[src/rtl/uart_pkg.sv]
// Shared UART definitions: receiver state encoding, frame width and baud divider helper.
package uart_pkg;

  localparam int unsigned DATA_BITS = 8;

  typedef enum logic [2:0] {
    IDLE,
    START,
    DATA,
    STOP,
    WAIT_HIGH
  } rx_state_t;

  // Core clocks per bit period, truncated.
  function automatic int unsigned baud_div(input int unsigned clk_freq, input int unsigned baud);
    return clk_freq / baud;
  endfunction

endpackage

[src/rtl/sync_fifo.sv]
// Single-clock FIFO with show-ahead read and occupancy outputs; shared by the UART rx and tx paths.
module sync_fifo #(
  parameter int unsigned WIDTH = 8,
  parameter int unsigned DEPTH = 8
) (
  input  logic                         clk,
  input  logic                         rst_n,
  input  logic                         wr_en,
  input  logic [WIDTH-1:0]             wr_data,
  input  logic                         rd_en,
  output logic [WIDTH-1:0]             rd_data,
  output logic                         empty,
  output logic                         full,
  output logic [$clog2(DEPTH+1)-1:0]   count
);

  localparam int unsigned AW = (DEPTH > 1) ? $clog2(DEPTH) : 1;
  localparam int unsigned CW = $clog2(DEPTH+1);

  logic [WIDTH-1:0] mem [DEPTH];
  logic [AW-1:0]    wr_ptr;
  logic [AW-1:0]    rd_ptr;
  logic [CW-1:0]    cnt;
  logic             do_push;
  logic             do_pop;

  // Pop only when data is present; a push into a full FIFO is accepted only alongside a pop.
  always_comb begin
    do_pop  = rd_en && (cnt != '0);
    do_push = wr_en && ((cnt != CW'(DEPTH)) || do_pop);
  end

  // Pointer and occupancy update; pointers wrap naturally since DEPTH is a power of two.
  always_ff @(posedge clk or negedge rst_n) begin
    if (!rst_n) begin
      wr_ptr <= '0;
      rd_ptr <= '0;
      cnt    <= '0;
    end else begin
      if (do_push) wr_ptr <= wr_ptr + 1'b1;
      if (do_pop)  rd_ptr <= rd_ptr + 1'b1;
      case ({do_push, do_pop})
        2'b10:   cnt <= cnt + 1'b1;
        2'b01:   cnt <= cnt - 1'b1;
        default: cnt <= cnt;
      endcase
    end
  end

  // Storage array; contents are don't-care until written.
  always_ff @(posedge clk) begin
    if (do_push) mem[wr_ptr] <= wr_data;
  end

  // Head is forced to zero when empty so the read port has a defined reset value.
  always_comb begin
    rd_data = (cnt == '0) ? '0 : mem[rd_ptr];
    empty   = (cnt == '0);
    full    = (cnt == CW'(DEPTH));
    count   = cnt;
  end

endmodule

[src/rtl/uart_rx.sv]
// UART0 receive path: 8N1 deserializer with input synchronizer, mid-bit sampling and receive FIFO.
module uart_rx
  import uart_pkg::*;
#(
  parameter int unsigned CLK_FREQ   = 10_000_000,
  parameter int unsigned BAUD       = 9600,
  parameter int unsigned FIFO_DEPTH = 8
) (
  input  logic                              clk,
  input  logic                              rst_n,
  input  logic                              rx,
  input  logic                              rd_en,
  input  logic                              clr_err,
  output logic [7:0]                        rd_data,
  output logic                              empty,
  output logic                              full,
  output logic [$clog2(FIFO_DEPTH+1)-1:0]   count,
  output logic                              overrun,
  output logic                              frame_err,
  output logic                              busy
);

  localparam int unsigned DIV   = baud_div(CLK_FREQ, BAUD);
  localparam int unsigned HALF  = DIV / 2;
  localparam int unsigned CNT_W = $clog2(DIV);
  localparam int unsigned BIT_W = $clog2(DATA_BITS);

  logic                 rx_m;
  logic                 rx_s;
  rx_state_t            state;
  rx_state_t            state_nxt;
  logic [CNT_W-1:0]     cnt;
  logic [CNT_W-1:0]     cnt_nxt;
  logic [BIT_W-1:0]     bit_idx;
  logic [BIT_W-1:0]     bit_idx_nxt;
  logic [DATA_BITS-1:0] shreg;
  logic [DATA_BITS-1:0] shreg_nxt;
  logic                 push;
  logic                 set_ovr;
  logic                 set_fe;

  // Two-flop synchronizer for the asynchronous pad; idles high.
  always_ff @(posedge clk or negedge rst_n) begin
    if (!rst_n) begin
      rx_m <= 1'b1;
      rx_s <= 1'b1;
    end else begin
      rx_m <= rx;
      rx_s <= rx_m;
    end
  end

  // FSM and datapath registers.
  always_ff @(posedge clk or negedge rst_n) begin
    if (!rst_n) begin
      state   <= IDLE;
      cnt     <= '0;
      bit_idx <= '0;
      shreg   <= '0;
    end else begin
      state   <= state_nxt;
      cnt     <= cnt_nxt;
      bit_idx <= bit_idx_nxt;
      shreg   <= shreg_nxt;
    end
  end

  // Next-state, baud counter and push/error decisions; each bit is sampled when the counter hits zero.
  always_comb begin
    state_nxt   = state;
    cnt_nxt     = cnt;
    bit_idx_nxt = bit_idx;
    shreg_nxt   = shreg;
    push        = 1'b0;
    set_ovr     = 1'b0;
    set_fe      = 1'b0;
    case (state)
      IDLE: begin
        if (!rx_s) begin
          state_nxt = START;
          cnt_nxt   = CNT_W'(HALF - 1);
        end
      end
      START: begin
        if (cnt == '0) begin
          if (!rx_s) begin
            state_nxt   = DATA;
            cnt_nxt     = CNT_W'(DIV - 1);
            bit_idx_nxt = '0;
          end else begin
            state_nxt = IDLE;
          end
        end else begin
          cnt_nxt = cnt - 1'b1;
        end
      end
      DATA: begin
        if (cnt == '0) begin
          shreg_nxt = {rx_s, shreg[DATA_BITS-1:1]};
          cnt_nxt   = CNT_W'(DIV - 1);
          if (bit_idx == BIT_W'(DATA_BITS - 1)) begin
            state_nxt = STOP;
          end else begin
            bit_idx_nxt = bit_idx + 1'b1;
          end
        end else begin
          cnt_nxt = cnt - 1'b1;
        end
      end
      STOP: begin
        if (cnt == '0) begin
          if (rx_s) begin
            // A pop in the same cycle frees a slot, so a full FIFO still accepts the byte.
            if (!full || rd_en) push    = 1'b1;
            else                set_ovr = 1'b1;
            state_nxt = IDLE;
          end else begin
            set_fe    = 1'b1;
            state_nxt = WAIT_HIGH;
          end
        end else begin
          cnt_nxt = cnt - 1'b1;
        end
      end
      WAIT_HIGH: begin
        if (rx_s) state_nxt = IDLE;
      end
      default: state_nxt = IDLE;
    endcase
  end

  // Sticky error flags; a new error event takes priority over a clear.
  always_ff @(posedge clk or negedge rst_n) begin
    if (!rst_n) begin
      overrun   <= 1'b0;
      frame_err <= 1'b0;
    end else begin
      if (set_ovr)      overrun <= 1'b1;
      else if (clr_err) overrun <= 1'b0;
      if (set_fe)       frame_err <= 1'b1;
      else if (clr_err) frame_err <= 1'b0;
    end
  end

  // Receiver activity indicator.
  always_comb begin
    busy = (state != IDLE);
  end

  sync_fifo #(
    .WIDTH (DATA_BITS),
    .DEPTH (FIFO_DEPTH)
  ) u_fifo (
    .clk     (clk),
    .rst_n   (rst_n),
    .wr_en   (push),
    .wr_data (shreg),
    .rd_en   (rd_en),
    .rd_data (rd_data),
    .empty   (empty),
    .full    (full),
    .count   (count)
  );

endmodule
[config.mk]
export PLATFORM = sky130hd
export DESIGN_NAME = uart_rx
export DESIGN_NICKNAME = d
export VERILOG_FILES = /design/src/rtl/uart_pkg.sv /design/src/rtl/sync_fifo.sv /design/src/rtl/uart_rx.sv
export SDC_FILE = /design/constraint.sdc
export NUM_CORES = 1
export LEC_CHECK = 0
export CORE_MARGIN = 4
export CORE_UTILIZATION = 45
export CTS_BUF_LIST = sky130_fd_sc_hd__clkbuf_4 sky130_fd_sc_hd__clkbuf_8
export DETAILED_ROUTE_END_ITERATION = 16
export SLEW_MARGIN = 20
export SYNTH_ARGS = -nofsm -noshare
export SYNTH_HDL_FRONTEND = slang
export SYNTH_SLANG_ARGS = --single-unit
[constraint.sdc]
create_clock -name clk -period 3 [get_ports clk]
set_clock_uncertainty 0.05 [all_clocks]
set_input_delay 0.75 -clock clk [delete_from_list [all_inputs] [get_ports clk]]
set_output_delay 0.75 -clock clk [all_outputs]
set_load 0.01 [all_outputs]
Fig. 1: metal 1
The bar under the picture is 20 µm long. Supply wires on this layer in grey.
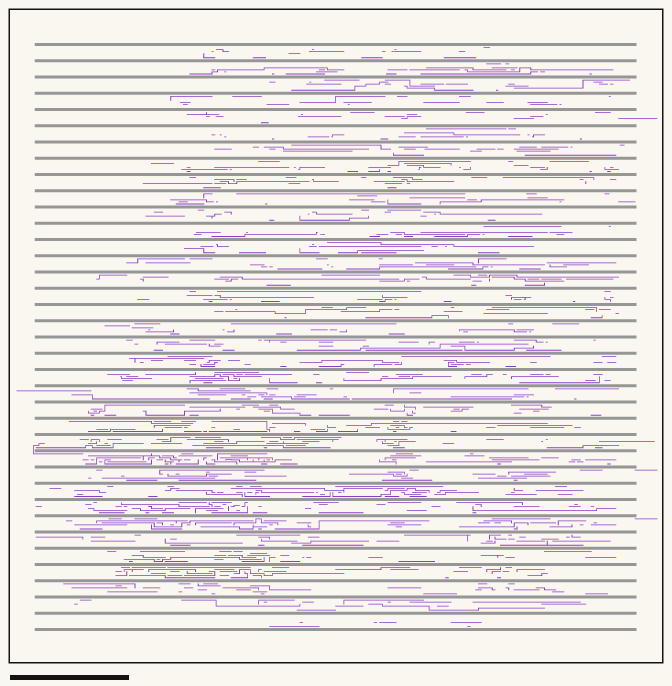
main direction	horizontal
share of all routed wire	47%

Fig. 2: signal wires on met2
Cells faint in the background.
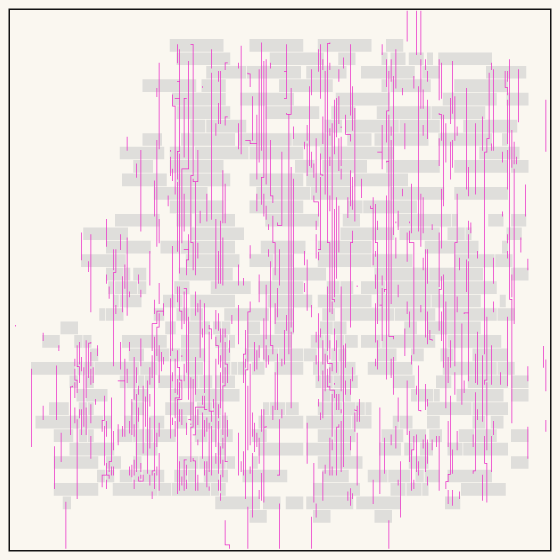
longest straight run	48.4 µm
main direction	vertical
share of all routed wire	49%

Fig. 3: M3 wires
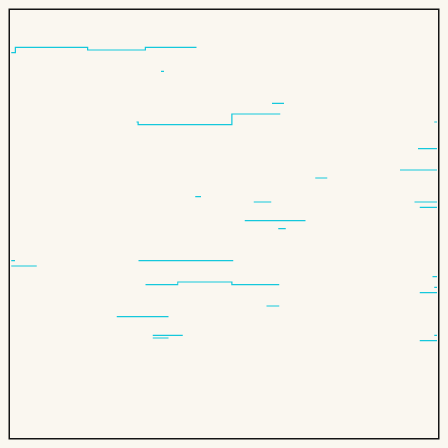
longest straight run	23.9 µm
share of all routed wire	2.8%

-- worst max-delay path by stage --
stage | slack [ns] | depth (start not counted) | endpoint
floorplan | 0.21 | 10 | u_fifo.count[2]
global placement | 0.07 | 11 | u_fifo.count[2]
detailed placement | 0.07 | 11 | u_fifo.count[2]
CTS | 0.005 | 5 | rd_data[0]
global route | -0.005 | 7 | rd_data[1]
finish | 0.1 | 7 | rd_data[6]
-- per-stage QoR --
step	setup WS (ns)	power, mW	utilization	cell area (µm²)	cells
global route	-0.00488	3.33	0.540	5330	487
floorplan	0.211	2.02	-	4600	308
detailed placement	0.0667	2.25	0.514	5070	467
finish	0.0956	3.15	0.540	5330	487
global placement	0.0710	2.24	0.514	5070	467
CTS	0.00514	3.19	0.539	5310	486
-- cell usage in the layout (no fill, tap or decap), types with 4 or more instances in the layout --
cell,instances
xor2_1,5
inv_1,7
a31oi_1,4
nor3_1,5
ha_1,9
a211oi_1,4
a21oi_1,12
nor2_1,24
mux4_2,16
clkdlybuf4s50_1,12
mux2_2,12
edfxtp_1,64
xnor2_1,5
nand3_1,6
buf_4,20
dlygate4sd2_1,5
clkbuf_8,9
dfrtp_1,36
mux2i_1,10
o21ai_0,9
nand2_1,10
-- synthesized netlist by cell type (3+ instances only) --
cell type  number  area, µm²
mux2_2         12        135
mux2i_1        10        100
a21oi_1        12       60.1
ha_1            9        113
nand2b_1        3       18.8
nand2_1        10       37.5
nor2_1         24       90.1
or3b_2          3       26.3
edfxtp_1       64       1920
or3_1           3       18.8
buf_2           7       35.0
xor2_1          5       43.8
mux4_2         16        360
a31oi_1         4       25.0
nand3_1         6       30.0
a211oi_1        4       30.0
inv_1           7       26.3
clkbuf_1        5       18.8
xnor2_1         5       43.8
dfrtp_1        37        926
nor3_1          5       25.0
o21ai_0         9       45.0
-- critical path, delay by kind of cell (launching register included) --
kind	cells	cell delay, ns
buf+inv	4	0.69
flops	1	0.44
mux	2	0.57
simple gates	1	0.05
-- area by class of cell --
cell class                      count  area, µm²
Timing Repair Buffer               44        419
Clock inverter                      7       73.8
Clock buffer                        9        124
Tap cell                          133        166
Sequential cell                   103       2900
Multi-Input combinational cell    184       1620
Fill cell                         803       4540
Inverter                            7       26.3
-- cells by family after synthesis --
kind of cell    after synthesis
flops                       103
mux                          39
xor+xnor                     10
compound gates               49
fa+ha+maj                     9
buf+inv                      21
simple gates                 77
-- state kept, by name, indices dropped and copies added, names as in the netlist, 3 cells and up --
name / count
u_fifo.mem: 64
cnt: 11
shreg: 8
u_fifo.count: 4
bit_idx: 3
state: 3
u_fifo.rd_ptr: 3
u_fifo.wr_ptr: 3
-- routing by layer --
metal	up-vias	track usage	part of all wire
met2	37	0.276	0.49
met5	-	0	0
met4	0	0.0433	0.012
met3	8	0.0337	0.028
li1	1273	-	-
met1	1363	0.217	0.47
-- timing repair --
action | CTS | global route
gates resized | 9 | 3
setup endpoints to repair | 8 | 1
cloned | 1 | 0
buffers inserted | 2 | 1
-- power by group --
group	leakage [nW]	internal (mW)	total, mW	switching, mW
logic	0.892	0.383	0.650	0.267
registers	1.22	1.55	1.66	0.109
clock network	0.101	0.328	0.849	0.521
total	2.22	2.26	3.15	0.897
==> summary.txt <==
From the run reports.

- The first-pass GRT wire length reads 14,600 µm.
- The detailed-route wire length is 8690 µm.
- The warning count from the yosys run is 0.
- The number of global-route vias before repair reads 2,827.
- The nature of the critical path startpoint is a flop.
- The actual slew at the worst max-slew pin is 0.883 ns.
- In the floorplan report the effective utilization is 0.467.
- The count of flip-flops with a built-in enable after synthesis reads 64.
- The total clock buffers created by CTS reads 9.
- The sequential element share of the synthesized area reads 0.630.
- The floorplan net count is 322.
- The delay of the slowest cell on the worst path reads 0.44 ns.
- The routability-driven placement congestion ratio is 0.834.
- The number of optimization iterations in the first detailed-route pass is 4.
- The peak supply drop is 0.322 mV.
- The via-per-instance ratio reads 5.51.
- The capture point of the worst register-to-register path is recorded as u_fifo.count[2].
- The clock H-tree reported by CTS has 3 levels.
- In this run the maximum-capacitance check reported violations numbering 0.
- The total number of vias is 2,681.
- The total standard cell area after synthesis reads 0.00460 mm².
- In this run the remaining antenna-violating nets after routing total 0.
- The post-synthesis share of cell area spent on xor and xnor gates is 0.0190.
- The width of the die is 109 µm.
- TritonRoute reported its final design rule violation total as 0.
- The highest attainable clock frequency reads 344 MHz.
- The gate count after technology mapping is 308.
- The dominant non-sequential cell family after synthesis reads multiplexers.
- CTS reports a maximum clock tree buffer depth of 2.
- The average routed wire per standard cell is 17.8 µm.
- Counting pins that exceed their max-slew limit in the final report gives 0.
- The post-synthesis to final-layout area growth reads 15.7%.
- The tightest slew margin relative to the limit reads 0.411.
- The flow ran to the end, and the final reports show no timing, DRC or antenna violations.
- The flip-flop and latch count after synthesis reads 103.
- The average instance area after synthesis reads 14.9 µm².
- The overall track demand over capacity in global routing reads 0.164.
- The cell-mix breakdown from Yosys lists the simple-gate area share as 0.103.
- The type of element capturing the critical path reads an output pin.
- The worst-case hold slack reads 0.315 ns.
- For this run, asynchronously set or reset flops after synthesis account for 0.379.
- The maximum number of pins on one net before global-route repair reads 40.
- For the worst flop-to-flop path, the logic depth is 12.
- The overall overflow remaining after global route reads 0.
- After legalization and detailed placement, the total HPWL measured 5720 µm.
Power is estimated from default activity; no workload was simulated.
